**config.mk**
```make
export PLATFORM = sky130hd
export DESIGN_NAME = mem_scheduler
export DESIGN_NICKNAME = d
export VERILOG_FILES = /design/src/rtl/mem_scheduler.sv
export SDC_FILE = /design/constraint.sdc
export NUM_CORES = 1
export LEC_CHECK = 0
export CORE_MARGIN = 2
export CORE_UTILIZATION = 66
export DETAILED_ROUTE_END_ITERATION = 8
export GPL_TIMING_DRIVEN = 0
export PLACE_DENSITY_LB_ADDON = 0.2
export SKIP_LAST_GASP = 1
export SYNTH_ARGS = -nofsm -noshare
export SYNTH_HDL_FRONTEND = slang
export SYNTH_SLANG_ARGS = --single-unit
```
**constraint.sdc**
```tcl
create_clock -name clock -period 13 [get_ports clock]
set_input_delay 3.9 -clock clock [delete_from_list [all_inputs] [get_ports clock]]
set_output_delay 3.9 -clock clock [all_outputs]
set_load 0.01 [all_outputs]
```
**src/rtl/mem_scheduler.sv**
```systemverilog
// mem_scheduler: in-order DRAM command scheduler with a request FIFO and per-bank open-row tracking.
// Define CLOSED_PAGE_EN to precharge after every access; the default build keeps rows open until a miss.
module mem_scheduler #(
    parameter int ADDR_WIDTH  = 36,
    parameter int BG_BITS     = 2,
    parameter int BA_BITS     = 2,
    parameter int ROW_BITS    = 15,
    parameter int COL_BITS    = 11,
    parameter int QUEUE_DEPTH = 16,
    parameter int T_RCD       = 4,
    parameter int T_RP        = 4,
    parameter int T_BURST     = 4
) (
    input  logic                  clock,
    input  logic                  reset,
    input  logic                  req_valid,
    output logic                  req_ready,
    input  logic [1:0]            req_op,
    input  logic [ADDR_WIDTH-1:0] req_addr,
    output logic                  cmd_valid,
    output logic [2:0]            cmd,
    output logic [BG_BITS-1:0]    cmd_bg,
    output logic [BA_BITS-1:0]    cmd_ba,
    output logic [ROW_BITS-1:0]   cmd_row,
    output logic [COL_BITS-1:0]   cmd_col,
    output logic [31:0]           hit_count,
    output logic [31:0]           miss_count,
    output logic                  idle
);
    localparam int BK_BITS = BG_BITS + BA_BITS;
    localparam int NB = 1 << BK_BITS;
    localparam int PW = $clog2(QUEUE_DEPTH);
    localparam int OFF = ADDR_WIDTH - BK_BITS - ROW_BITS - COL_BITS;
    localparam int EW = 1 + BK_BITS + ROW_BITS + COL_BITS;
    localparam int CW = 16;
    localparam logic [2:0] NOP = 3'd0, ACT = 3'd1, PRE = 3'd2, RD = 3'd3, WR = 3'd4;

    typedef enum logic [2:0] {IDLE, DECODE, PRECHARGE, ACTIVATE, ACCESS, WAIT} state_t;

    logic [EW-1:0] mem_q [QUEUE_DEPTH];
    logic [PW:0] wp_q, wp_d, rp_q, rp_d;
    state_t state_q, state_d;
    logic [CW-1:0] cnt_q, cnt_d;
    logic [EW-1:0] cur_q, cur_d;
    logic [NB-1:0] open_q, open_d;
    logic [ROW_BITS-1:0] row_q [NB];
    logic [ROW_BITS-1:0] row_d [NB];
    logic [31:0] hit_q, hit_d, miss_q, miss_d;
    logic cmd_valid_q, cmd_valid_d, cl_q, cl_d;
    logic [2:0] cmd_q, cmd_d, rw;
    logic [BG_BITS-1:0] tbg_q, tbg_d;
    logic [BA_BITS-1:0] tba_q, tba_d;
    logic [ROW_BITS-1:0] trow_q, trow_d, row;
    logic [COL_BITS-1:0] tcol_q, tcol_d, col;
    logic [BK_BITS-1:0] bk;
    logic empty, full, push, pop, unused_off;

    assign unused_off = ^req_addr[OFF-1:0];
    assign empty = wp_q == rp_q;
    assign full = (wp_q[PW] != rp_q[PW]) && (wp_q[PW-1:0] == rp_q[PW-1:0]);
    assign req_ready = !full;
    assign push = req_valid && !full && req_op != 2'd3;
    assign pop = state_q == IDLE && !empty;
    assign bk = cur_q[EW-2 -: BK_BITS];
    assign row = cur_q[COL_BITS +: ROW_BITS];
    assign col = cur_q[COL_BITS-1:0];
    assign rw = cur_q[EW-1] ? WR : RD;

    always_ff @(posedge clock)
        if (push) mem_q[wp_q[PW-1:0]] <= {req_op == 2'd1, req_addr[ADDR_WIDTH-1 -: BK_BITS+ROW_BITS], req_addr[OFF +: COL_BITS]};

    always_comb begin
        wp_d = wp_q + (PW+1)'(push);
        rp_d = rp_q + (PW+1)'(pop);
        cur_d = pop ? mem_q[rp_q[PW-1:0]] : cur_q;
        state_d = state_q;
        cnt_d = cnt_q;
        open_d = open_q;
        row_d = row_q;
        hit_d = hit_q;
        miss_d = miss_q;
        cl_d = cl_q;
        cmd_valid_d = 1'b0;
        cmd_d = NOP;
        case (state_q)
            IDLE: if (!empty) state_d = DECODE;
            DECODE: begin
                cmd_valid_d = 1'b1;
                if (open_q[bk] && row_q[bk] == row) begin
                    state_d = ACCESS;
                    cmd_d = rw;
                    hit_d = hit_q + 32'(hit_q != '1);
                end else if (!open_q[bk]) begin
                    state_d = ACTIVATE;
                    cmd_d = ACT;
                    cnt_d = CW'(T_RCD - 1);
                    open_d[bk] = 1'b1;
                    row_d[bk] = row;
                end else begin
                    state_d = PRECHARGE;
                    cmd_d = PRE;
                    cnt_d = CW'(T_RP - 1);
                    open_d[bk] = 1'b0;
                    miss_d = miss_q + 32'(miss_q != '1);
                end
            end
            PRECHARGE:
                if (cnt_q != '0) cnt_d = cnt_q - CW'(1);
                else if (cl_q) begin
                    state_d = IDLE;
                    cl_d = 1'b0;
                end else begin
                    state_d = ACTIVATE;
                    cmd_valid_d = 1'b1;
                    cmd_d = ACT;
                    cnt_d = CW'(T_RCD - 1);
                    open_d[bk] = 1'b1;
                    row_d[bk] = row;
                end
            ACTIVATE:
                if (cnt_q != '0) cnt_d = cnt_q - CW'(1);
                else begin
                    state_d = ACCESS;
                    cmd_valid_d = 1'b1;
                    cmd_d = rw;
                end
            ACCESS: begin
                state_d = WAIT;
                cnt_d = CW'(T_BURST - 1);
            end
            WAIT:
                if (cnt_q != '0) cnt_d = cnt_q - CW'(1);
                else begin
`ifdef CLOSED_PAGE_EN
                    state_d = PRECHARGE;
                    cmd_valid_d = 1'b1;
                    cmd_d = PRE;
                    cnt_d = CW'(T_RP - 1);
                    open_d[bk] = 1'b0;
                    cl_d = 1'b1;
`else
                    state_d = IDLE;
`endif
                end
            default: state_d = IDLE;
        endcase
        // targets follow the current request on every command and hold otherwise
        tbg_d = cmd_valid_d ? bk[BK_BITS-1 -: BG_BITS] : tbg_q;
        tba_d = cmd_valid_d ? bk[BA_BITS-1:0] : tba_q;
        trow_d = cmd_valid_d ? row : trow_q;
        tcol_d = cmd_valid_d ? col : tcol_q;
    end

    always_ff @(posedge clock) begin
        if (reset) begin
            wp_q <= '0;
            rp_q <= '0;
            state_q <= IDLE;
            cnt_q <= '0;
            cur_q <= '0;
            open_q <= '0;
            row_q <= '{default: '0};
            hit_q <= '0;
            miss_q <= '0;
            cl_q <= 1'b0;
            cmd_valid_q <= 1'b0;
            cmd_q <= NOP;
            tbg_q <= '0;
            tba_q <= '0;
            trow_q <= '0;
            tcol_q <= '0;
        end else begin
            wp_q <= wp_d;
            rp_q <= rp_d;
            state_q <= state_d;
            cnt_q <= cnt_d;
            cur_q <= cur_d;
            open_q <= open_d;
            row_q <= row_d;
            hit_q <= hit_d;
            miss_q <= miss_d;
            cl_q <= cl_d;
            cmd_valid_q <= cmd_valid_d;
            cmd_q <= cmd_d;
            tbg_q <= tbg_d;
            tba_q <= tba_d;
            trow_q <= trow_d;
            tcol_q <= tcol_d;
        end
    end

    assign cmd_valid = cmd_valid_q;
    assign cmd = cmd_q;
    assign cmd_bg = tbg_q;
    assign cmd_ba = tba_q;
    assign cmd_row = trow_q;
    assign cmd_col = tcol_q;
    assign hit_count = hit_q;
    assign miss_count = miss_q;
    assign idle = empty && state_q == IDLE;
endmodule

```
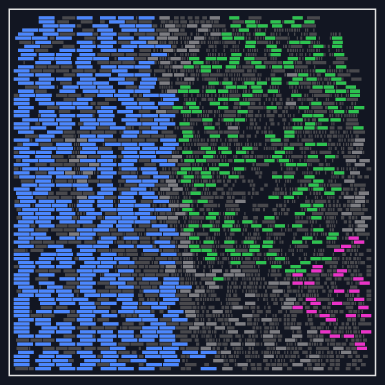
Figure 1: run 1, sequential cells colored by netlist name.
Scale: 1.5 px per um. Other sequential cells in the stronger gray, the rest of the logic in the fainter gray.
`row_q`: shown in green, flops 240. `miss_count`: shown in magenta, flops 32, where south-east. `mem_q`: shown in blue, flops 496.
Another 142 sequential cells are not colored.
flop share of the area: 53.4%
fin util: 76.8%
Seq. cell area: 23200 um2
flip-flop and latch power: 3.22 mW

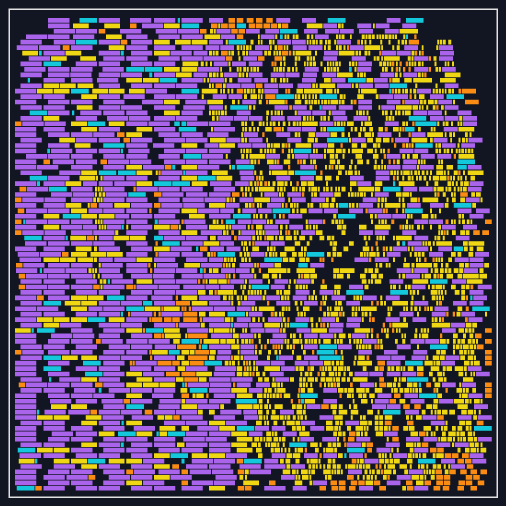
Figure 2: run 1, placement by cell class.
Scale: 2 px per um.
remaining logic cells: shown in yellow, cells 1901. remaining buffers and delay cells: shown in orange, cells 384. registers: shown in purple, cells 910. clock drivers and dummy loads: shown in cyan, cells 154.
Placeable Area: 56500 um2
post-route standard cell area excluding fillers: 43400 um2

==> Slide: Implementation Results, run 1 <==
Physical Implementation Snapshot

Clock network
  – Cell resize tally after clock tree synthesis: 0
  – CTS Buffer Depth: 3
  – Clock net sink count: 910
  – Clock-pin slew on the worst setup and hold paths: 0.06 ns

Setup path
  – Critical path's slowest cell: sky130_fd_sc_hd__nor4_1
  – Crit end category: primary output
  – Arrival time reported for the critical path endpoint: 3.22 ns
  – Worst setup path startpoint: wp_q[0]

Final timing
  – Endpoints failing setup: 0
  – Final Skew: 0.0257 ns
  – Setup repair after global routing missed its margin: false
  – Crit share post-route: 54.8%
  – Final hold vios: 0
  – Fin crit period: 7.12 ns

Power
  – Power Internal: 5.20 mW
  – Fraction of power consumed by the clock network: 32.2%
  – Switching power: 2.62 mW
  – Share of power burned in registers: 41.2%
  – Leakage power summed over all cells: 13.6 nW

Synthesis
  – Multiplexer fraction of the synthesized cell area: 14.6%
  – Yosys Chip Area: 37800 um2
  – Biggest combinational cell group after synthesis: multiplexers

GRT
  – Total global routing track utilization: 39.8%
  – Number of global-route vias before repair: 27200
  – Maximum number of pins on one net before global-route repair: 24
  – Global-route wire length before repair: 173000 um

Run
  – Number of warnings in the stage logs: 34

Place
  – Sum of net half-perimeters after detailed placement: 75600 um

Run status
  – Result of the run: completed

Worst hold path
  – Worst hold path startpoint: row_q[147]
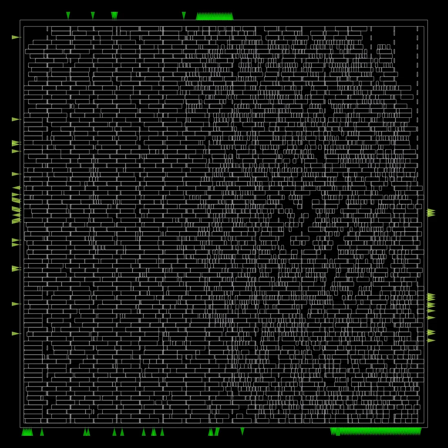
Figure 3: run 1, cell outlines without signal wires.
number of standard cells in the layout, taps in and fillers out: 4108
# rows: 87
number of flip-flops and latches: 910
Tap Cells: 756
Layout fillers: 3359

[run 1: metal layers]
metal | share of wire [%] | track usage [%] | routed length (um) | vias up
met5 | 0.029 | 0 | 34 | -
met4 | 6.5 | 23.3 | 7650 | 6
met3 | 11 | 8.90 | 12600 | 483
met2 | 48 | 64.6 | 56800 | 2015
met1 | 34 | 49.4 | 40500 | 13600
li1 | - | - | - | 11600
[run 1: synth_stat cells (16+ instances only)]
master / number / share of area (%)
sky130_fd_sc_hd__nand2_1: 677 / 6.7
sky130_fd_sc_hd__edfxtp_1: 496 / 39
sky130_fd_sc_hd__dfxtp_1: 414 / 22
sky130_fd_sc_hd__a21oi_1: 341 / 4.5
sky130_fd_sc_hd__mux4_2: 197 / 12
sky130_fd_sc_hd__clkbuf_1: 169 / 1.7
sky130_fd_sc_hd__nor2_1: 120 / 1.2
sky130_fd_sc_hd__mux2i_1: 56 / 1.5
sky130_fd_sc_hd__nor2b_1: 35 / 0.58
sky130_fd_sc_hd__xnor2_1: 35 / 0.81
sky130_fd_sc_hd__inv_1: 34 / 0.34
sky130_fd_sc_hd__nand3_1: 31 / 0.41
sky130_fd_sc_hd__nand4_1: 30 / 0.50
sky130_fd_sc_hd__nor3_1: 30 / 0.40
sky130_fd_sc_hd__a211oi_1: 25 / 0.50
sky130_fd_sc_hd__a31oi_1: 21 / 0.35
sky130_fd_sc_hd__buf_1: 20 / 0.20
sky130_fd_sc_hd__buf_2: 20 / 0.27
sky130_fd_sc_hd__mux2_2: 18 / 0.54
sky130_fd_sc_hd__nand2b_1: 18 / 0.30
sky130_fd_sc_hd__and3_1: 16 / 0.27
[run 1: kinds of logic after synthesis]
family,Yosys count
adders and majority gates,10
xor gates and xnor gates,49
DFF,910
and+or+nand+nor,1029
muxes,292
buffers and inverters,261
AOI/OAI and AO/OA,485
Figure 4. Signal wires on met3 (run 1).
Scale: 1 px per um. Cells faint in the background.
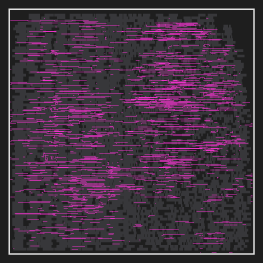

==> inputs of run 2 (changes only) <==
--- a/config.mk
+++ b/config.mk
@@ -6,7 +6,7 @@
 export NUM_CORES = 1
 export LEC_CHECK = 0
 export CORE_MARGIN = 2
-export CORE_UTILIZATION = 66
+export CORE_UTILIZATION = 55
 export DETAILED_ROUTE_END_ITERATION = 8
 export GPL_TIMING_DRIVEN = 0
 export PLACE_DENSITY_LB_ADDON = 0.2
==> constraint.sdc (replaced) <==
create_clock -name clock -period 6.46 [get_ports clock]
set_input_delay 1.938 -clock clock [delete_from_list [all_inputs] [get_ports clock]]
set_output_delay 1.938 -clock clock [all_outputs]
set_load 0.01 [all_outputs]
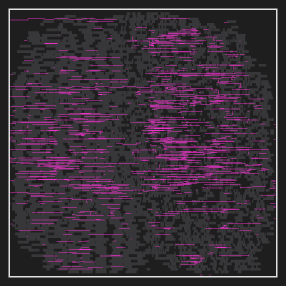
Figure 5: run 2, signal wires on met3.
Scale: 1 px per um. Cells faint in the background.
The wires run mostly horizontal. The longest straight run is 89.9 um. 470 nets have wire on it. The layer holds 9.0% of the routed length. The layer carries 10300 um of wire.
number of vias in the routed layout: 26800
met3 GRT Util: 6.34%
total routed wirelength: 114000 um

==> run 2 against run 1 <==
  * The flow now finishes with violations (design-rule violations)
  * Via count shrank 3.0%
  * Critical path depth grew 7
  * Synthesized area is the same
  * Register-to-register slack lost 6.8 ns
  * Sequential power grew 100%
  * First-iteration DRC count shrank 14%
  * Final cell count grew 3.5%
  * Sequential share of layout area shrank 0.64 points
  * Non-clock buffer count grew 1
  * Setup slack lost 4.7 ns
  * Design area grew 1.2%
  * Critical endpoint is now row_q[120]
  * Largest cell class unchanged
==> Slide: Implementation Results, run 2 <==
Physical Implementation Snapshot

Run status
  – Result of the run: complete, but fails checks
  – Violated checks: design-rule violations

GRT
  – Most used routing layer: met2
  – Met2 track demand over resource: 53.2%
  – Total global routing track utilization: 32.4%
  – Global-route wire length before repair: 169000 um

Drt
  – Routed metal-1 wirelength: 43300 um
  – Post-detailed-route DRC marker count: 1
  – Number of vias per cell: 6.30
  – Amount of wire on met2 after detailed routing: 55100 um
  – Uppermost layer routed: met5
  – Routed met3 length: 10300 um

Power
  – Leakage power summed over all cells: 13.8 nW
  – Power attributed to the clock group: 5.46 mW
  – Switching power: 5.27 mW
  – Fraction of power consumed by the clock network: 33.9%
  – Share of power burned in registers: 40.2%
  – Flip-flop and latch power: 6.46 mW
  – Power Internal: 10.8 mW

Cells and area
  – Most numerous logic cells after layout: sky130_fd_sc_hd__nand2_1, sky130_fd_sc_hd__edfxtp_1, sky130_fd_sc_hd__dfxtp_1
  – Seq. cell area: 23200 um2
  – Layout fillers: 5002
  – Fin util: 64.2%

Synthesis
  – Largest cells by area: sky130_fd_sc_hd__edfxtp_1, sky130_fd_sc_hd__dfxtp_1, sky130_fd_sc_hd__mux4_2, sky130_fd_sc_hd__nand2_1, sky130_fd_sc_hd__a21oi_1
  – Unique cell types: 82
  – Top cells by instance count after synthesis: sky130_fd_sc_hd__nand2_1, sky130_fd_sc_hd__edfxtp_1, sky130_fd_sc_hd__dfxtp_1
  – Most frequent cell after synthesis: sky130_fd_sc_hd__nand2_1
  – Biggest combinational cell group after synthesis: multiplexers
  – Yosys Chip Area: 37800 um2
  – Multiplexer fraction of the synthesized cell area: 14.6%
  – Area leader, netlist: sky130_fd_sc_hd__edfxtp_1

Setup path
  – Crit end category: flip-flop
  – Arrival time reported for the critical path endpoint: 5.89 ns
  – Element type at the critical path start: flip-flop
  – Worst setup path startpoint: cur_q[27]

Clock network
  – Clock-pin slew on the worst setup and hold paths: 0.06 ns
  – CTS Buffer Depth: 3
  – Cell resize tally after clock tree synthesis: 0

Worst hold path
  – Worst hold path startpoint: row_q[76]

Floorplanning
  – Placeable Area: 68300 um2
  – # rows: 96

Final timing
  – Endpoints failing setup: 0
  – Crit share post-route: 82.3%
  – Fin crit period: 5.31 ns
  – Setup repair after global routing missed its margin: false
  – Final hold vios: 0
  – Final Skew: 0.0314 ns

Place
  – Sum of net half-perimeters after detailed placement: 75700 um
  – Weighted congestion at the end of routability-driven global placement: 0.989
-- run 2: cell count changes in the layout (fill, tap and decap cells not counted), moves of 2 or more --
cell,previous run,this run
sky130_fd_sc_hd__clkbuf_8,9,21
sky130_fd_sc_hd__clkbuf_16,88,93
sky130_fd_sc_hd__clkbuf_2,3,0
sky130_fd_sc_hd__clkinv_1,9,12
sky130_fd_sc_hd__buf_8,3,5
sky130_fd_sc_hd__bufinv_16,4,6
sky130_fd_sc_hd__diode_2,3,1
sky130_fd_sc_hd__inv_6,1,3
-- run 2: metrics by stage --
stage	setup slack [ns]	area, um2	hold WS, ns	std cells	setup TNS (ns)
finish	1.15	43900	0.453	4253	0
global route	1.05	43900	0.466	4253	0
CTS	1.32	43900	0.452	4252	0
detailed placement	1.31	40800	0.444	4078	0
global placement	-2.13	40200	0.437	4051	-271.73
floorplan	1.08	37800	0.432	3036	0
-- run 2: critical path: stages, from the launching register on --
cell                       delay [ns]
sky130_fd_sc_hd__dfxtp_1         0.30
sky130_fd_sc_hd__buf_2           0.29
sky130_fd_sc_hd__buf_1           0.79
sky130_fd_sc_hd__mux4_2          0.41
sky130_fd_sc_hd__mux2i_1         0.42
sky130_fd_sc_hd__nand2_1         0.14
sky130_fd_sc_hd__o21ai_1         0.37
sky130_fd_sc_hd__and2_1          0.29
sky130_fd_sc_hd__o21bai_2        0.27
sky130_fd_sc_hd__nor3_1          1.12
sky130_fd_sc_hd__buf_2           0.51
sky130_fd_sc_hd__nand2_1         0.12
sky130_fd_sc_hd__a21oi_1         0.15
-- run 2: final cells by class --
class	count	area share (%)
inverter	36	0.308
clock inverter	38	1.01
multi-input combinational	1865	30.9
sequential	910	52.8
timing repair buffer	160	4.05
clock buffer	136	6.15
buffer	225	2.26
tap	882	2.51
antenna	1	0.00570
Power is estimated from default activity; no workload was simulated.
